<file path="src/rtl/slt_compare_pipe.sv">
// -----------------------------------------------------------------------------
// slt_compare_pipe
//
// Purpose:
//   Two-stage pipelined set-less-than unit for the CPU execute stage.
//   Handles SLT, SLTU, SLTI and SLTIU. Immediates are sign-extended from
//   IMM_W bits to WIDTH bits, including for SLTIU, which then compares
//   unsigned. The result is {WIDTH-1 zeros, lt}. Latency is 2 cycles and
//   throughput is 1 op/cycle while the consumer keeps out_ready high.
//
// Handshake (both sides):
//   A transfer happens on a rising edge where valid & ready are both 1.
//   A producer holds valid and its payload until the transfer happens.
//   This unit holds out_valid and out_result stable while out_ready is low.
//   in_ready is combinational from the pipeline occupancy, out_ready, flush
//   and rst. in_ready never depends on in_valid.
//
// Ports:
//   clk         clock. All state changes on the rising edge.
//   rst         synchronous active-high reset. Overrides flush and handshakes.
//   flush       synchronous kill of every in-flight op. No accept that cycle.
//   in_valid    an op is offered this cycle.
//   in_ready    the unit accepts the offered op this cycle.
//   in_op       00 SLT, 01 SLTU, 10 SLTI, 11 SLTIU.
//   in_a        rs operand.
//   in_b        rt operand. Used only by op 0x.
//   in_imm      immediate. Used only by op 1x.
//   out_valid   out_result holds a live result.
//   out_ready   the consumer takes the result this cycle.
//   out_result  {WIDTH-1 zeros, lt}.
// -----------------------------------------------------------------------------
module slt_compare_pipe #(
   parameter int WIDTH = 16,
   parameter int IMM_W = 6
) (
   input  logic             clk,
   input  logic             rst,
   input  logic             flush,
   input  logic             in_valid,
   output logic             in_ready,
   input  logic [1:0]       in_op,
   input  logic [WIDTH-1:0] in_a,
   input  logic [WIDTH-1:0] in_b,
   input  logic [IMM_W-1:0] in_imm,
   output logic             out_valid,
   input  logic             out_ready,
   output logic [WIDTH-1:0] out_result
);

   // Stage 1 registers: operands after operand select, plus the compare mode.
   logic             s1_valid;
   logic [WIDTH-1:0] s1_a;
   logic [WIDTH-1:0] s1_b;
   logic             s1_signed;

   logic             s2_adv;
   logic             s1_adv;
   logic             accept;
   logic [WIDTH-1:0] imm_ext;
   logic [WIDTH-1:0] b_eff;
   logic             op_signed;
   logic [WIDTH-1:0] cmp_a;
   logic [WIDTH-1:0] cmp_b;
   logic             lt;

   // ---------------------------------------------------------------------------
   // Advance and accept
   // ---------------------------------------------------------------------------
   // S2 drains whenever it is empty or its result is taken. S1 moves into S2
   // under the same condition, so a full pipeline can pop and push at once.
   assign s2_adv   = !out_valid || out_ready;
   assign s1_adv   = s2_adv;
   assign in_ready = (!s1_valid || s1_adv) && !flush && !rst;
   assign accept   = in_valid && in_ready;

   // ---------------------------------------------------------------------------
   // Operand select
   // ---------------------------------------------------------------------------
   // The sized cast of a signed value sign-extends. It also works when
   // IMM_W == WIDTH, where an explicit replication would have zero width.
   assign imm_ext   = WIDTH'($signed(in_imm));
   assign b_eff     = in_op[1] ? imm_ext : in_b;
   assign op_signed = !in_op[0];

   // ---------------------------------------------------------------------------
   // Stage 1
   // ---------------------------------------------------------------------------
   always_ff @(posedge clk) begin
      if (rst) begin
         s1_valid  <= 1'b0;
         s1_a      <= '0;
         s1_b      <= '0;
         s1_signed <= 1'b0;
      end else if (flush) begin
         s1_valid <= 1'b0;
      end else if (s1_adv || !s1_valid) begin
         // S1 is free this cycle: it either takes the new op or goes empty.
         s1_valid <= accept;
         if (accept) begin
            s1_a      <= in_a;
            s1_b      <= b_eff;
            s1_signed <= op_signed;
         end
      end
   end

   // ---------------------------------------------------------------------------
   // Compare
   // ---------------------------------------------------------------------------
   // A signed compare equals an unsigned compare after both sign bits are
   // inverted. This keeps a single magnitude comparator for both modes.
   assign cmp_a = {s1_a[WIDTH-1] ^ s1_signed, s1_a[WIDTH-2:0]};
   assign cmp_b = {s1_b[WIDTH-1] ^ s1_signed, s1_b[WIDTH-2:0]};
   assign lt    = (cmp_a < cmp_b);

   // ---------------------------------------------------------------------------
   // Stage 2 (output register)
   // ---------------------------------------------------------------------------
   // out_result is loaded only when a live op moves in. It therefore stays
   // stable during a stall. After a flush it keeps a stale, don't-care value.
   always_ff @(posedge clk) begin
      if (rst) begin
         out_valid  <= 1'b0;
         out_result <= '0;
      end else if (flush) begin
         out_valid <= 1'b0;
      end else if (s2_adv) begin
         out_valid <= s1_valid;
         if (s1_valid) begin
            out_result <= {{(WIDTH-1){1'b0}}, lt};
         end
      end
   end

endmodule

</file>
<file path="config.mk">
export PLATFORM = sky130hd
export DESIGN_NAME = slt_compare_pipe
export DESIGN_NICKNAME = d
export VERILOG_FILES = /design/src/rtl/slt_compare_pipe.sv
export SDC_FILE = /design/constraint.sdc
export NUM_CORES = 1
export LEC_CHECK = 0
export CORE_MARGIN = 4
export CORE_UTILIZATION = 35
export DETAILED_ROUTE_END_ITERATION = 6
export DONT_BUFFER_PORTS = 1
export PLACE_DENSITY_LB_ADDON = 0.25
export SYNTH_ARGS = -nofsm -noshare
export SYNTH_HDL_FRONTEND = slang
export SYNTH_SLANG_ARGS = --single-unit
</file>
<file path="constraint.sdc">
create_clock -name clk -period 2.45 [get_ports clk]
set_clock_uncertainty 0.15 [all_clocks]
set_input_delay 0.3675 -clock clk [delete_from_list [all_inputs] [get_ports clk]]
set_output_delay 0.3675 -clock clk [all_outputs]
set_load 0.005 [all_outputs]
</file>
layer_met2.png
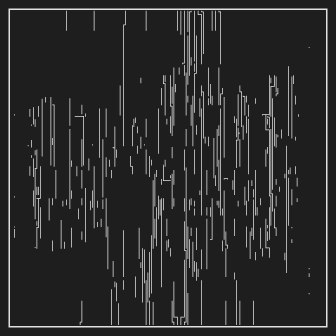
The longest straight run is 33.7 um. 233 nets have wire on it. The layer carries 1880 um of wire.

layer_met1.png
The bar under the picture is 20 um long.
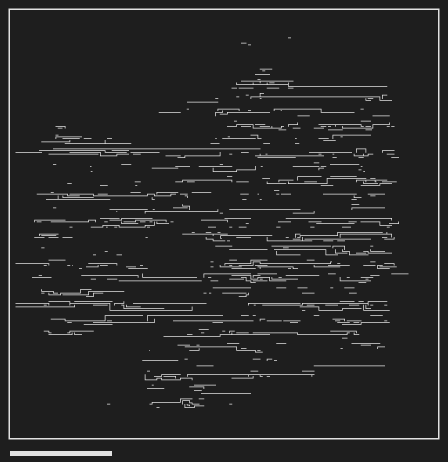
The layer holds 44% of the routed length. The longest straight run is 40.5 um. The wires run mostly horizontal.
final wirelength: 3910 um
GRT met1 Usage: 13.7%
via count: 1417

cell_density.png
The bar under the picture is 20 um long. The die is cut into 8 by 8 equal tiles; black is low, pale yellow is high, 0 to 100% covered.
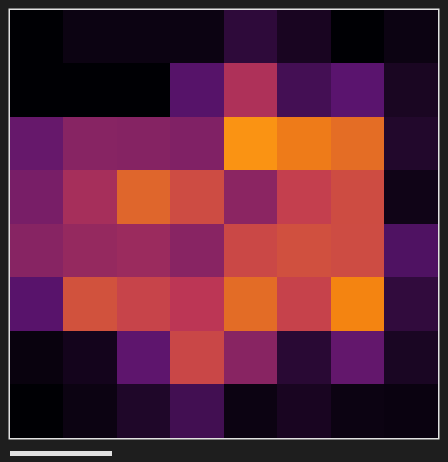
The fullest tile reaches 77%. The emptiest ninth of the die: top left. The densest ninth of the die: middle. 9.4% of the tiles are nearly empty. The mean over all tiles is 28%.
final core occ: 37.5%
Init Core Util: 36.3%
core footprint: 5540 sq um

metal_density.png
The bar under the picture is 20 um long. The die is cut into 17 by 17 equal tiles; black is low, pale yellow is high, scaled to the fullest tile. Values are wire area over tile area, all layers added.
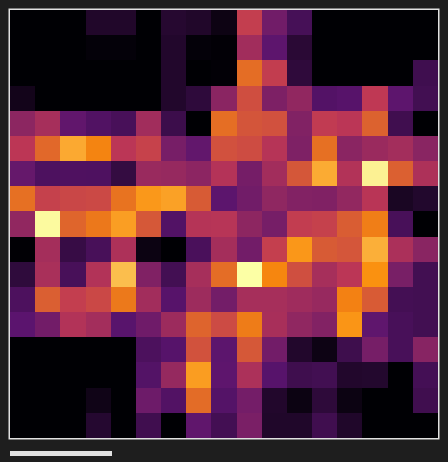
24% of the tiles are nearly empty. 22% of the tiles are over half the peak. The mean over all tiles is 0.089. The fullest tile reaches 0.30.

congestion.png
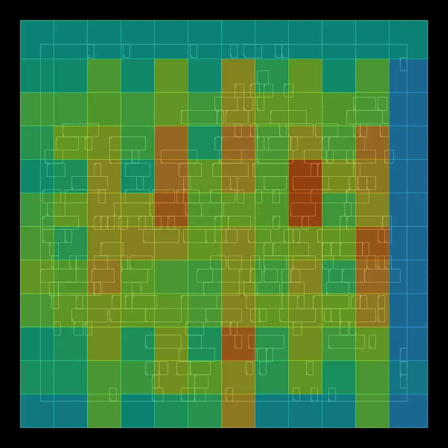
total track usage: 11.1%
met2 GRT Util: 17.7%

==> metrics.yaml <==
outcome:
  status: "complete, no violations"
clock_network:
  cts.sinks: 36
  cts_tree: "built"
  h-tree-depth: 2
  cts-buffers-inserted: 5
  cts_buffer_depth: 2
placed_design:
  place_inst: 288
  place.gp.congestion: 0.739
  post-place-ws_ns: 0.504
setup_path:
  reg2reg_to: "out_result[0]$_SDFFE_PP0P_"
  critPathLaunchType: "flip-flop"
  worstPathMaxFanout: 3
  crit_type: "reg2reg"
  endpoint_kind: "flip-flop"
  reg2reg_from: "s1_signed$_SDFFE_PP0P_"
  critPathRequiredTime_ns: 2.46
  cp.arrival_ns: 1.96
cells_and_area:
  n_antenna_cell: 0
  fillers: 589
synthesis:
  seq_area_frac_synth_pct: 35.8
  synth-seq-cells: 36
  synth_cell_types: 34
  postSynthAreaPerCell_sq_um: 8.75
  async_flop_share_pct: 0
  synth_top_cell_by_count: "dfxtp_1"
  netlist_instances: 230
  synth_top_cell_by_area: "dfxtp_1"
  ff_type: "dfxtp_1"
  edf_count: 0
  yosys_warnings: 0
  top_area_share_pct: 35.8
sta:
  fin_crit_ns: 1.95
  rsz0062_at_grt: "false"
  drv_slew: 0
  setup_slack_ns: 0.496
route:
  firstDrtPassIters: 4
  ant_nets: 0
  drt_iter0_markers: 62
min_path:
  hold_depth: 1
power_and_ir_drop:
  p_clk_share_pct: 35.5
  p_seq_share_pct: 51.3
grt:
  antenna_found_initial: 0
  grt_overflow: 0
  first_global_vias: 1378
  grt_pass1_wl_um: 6250
  grt_max_degree: 34
die:
  num_io_pins: 63
  chipArea_sq_um: 7030
## power by group through the flow
stage	combinational [mW]	clock (mW)	sequential, mW
floorplan	0.161	0	0.634
global placement	0.148	0	0.637
detailed placement	0.149	0	0.637
CTS	0.165	0.450	0.624
global route	0.187	0.469	0.626
finish	0.161	0.432	0.624
## state kept, by name, summed over array words and instances, names as in the netlist
name / count
out_valid: 1
s1_b: 16
s1_valid: 1
s1_signed: 1
s1_a: 16
out_result: 1
## cell usage in the layout (no fill, tap or decap), types with 2 or more instances in the layout
master,instances
nor2_1,18
dfxtp_1,36
clkbuf_8,6
o21a_1,2
conb_1,15
clkinv_2,2
nand2b_1,2
a21o_1,3
a211oi_2,17
mux2i_1,5
buf_12,2
a21oi_1,30
nand3_1,3
nand4_1,3
and2_1,2
ha_1,15
nand2_1,32
inv_1,16
## metal layers
layer | wire length [um] | share of wire (%) | global-route usage, % | vias to the layer above
met5 | 0 | 0 | 0 | -
met4 | 36 | 0.92 | 3.51 | 0
met3 | 267 | 6.8 | 4.34 | 5
met2 | 1880 | 48 | 17.7 | 35
met1 | 1730 | 44 | 13.7 | 639
li1 | - | - | - | 738
## cell families after synthesis
| kind of cell | Yosys count | share of synthesized area (%) |
|---|---|---|
| XOR/XNOR | 2 | 0.871 |
| adder cells (fa/ha/maj) | 15 | 9.33 |
| buffers and inverters | 45 | 13.5 |
| AND/OR/NAND/NOR | 68 | 15.3 |
| other | 1 | 0.186 |
| AND-OR/OR-AND | 58 | 22.5 |
| flip-flops | 36 | 35.8 |
| multiplexers | 5 | 2.49 |
## worst max path at each step
stage / endpoint / cells after the start
after floorplan: out_result[0]$_SDFFE_PP0P_ / 6
after global placement: out_result[0]$_SDFFE_PP0P_ / 6
after detailed placement: out_result[0]$_SDFFE_PP0P_ / 6
after CTS: out_result[0]$_SDFFE_PP0P_ / 6
after global routing: out_result[0]$_SDFFE_PP0P_ / 6
final: out_result[0]$_SDFFE_PP0P_ / 6
## per-stage QoR
| stage | instance area (sq um) | util (%) |
|---|---|---|
| after global placement | 1960 | 35.5 |
| after CTS | 2080 | 37.5 |
| final | 2080 | 37.5 |
| after floorplan | 2060 | - |
| after detailed placement | 1960 | 35.5 |
| after global routing | 2080 | 37.5 |
## layout make-up
cell class              count  area share [%]
well taps                  72            4.34
flip-flops and latches     36            34.7
repair buffers              2            1.93
inverters                  16            2.89
clock buffers               6            3.98
multi-input cells         163            51.7
clock inverters             2           0.482
## critical path, stage by stage (launching register included)
cell      delay [ns]
dfxtp_1         0.34
xor2_1          0.16
ha_1            0.29
nand4_1         0.14
or3_1           0.40
o311ai_1        0.24
o32ai_1         0.11
## repair_timing
item,4_1_cts,5_1_grt
hold endpoints to repair,33,0
hold buffers,1,0
buffers inserted,0,0
gates resized,0,0
Power and IR drop assume default switching activity.
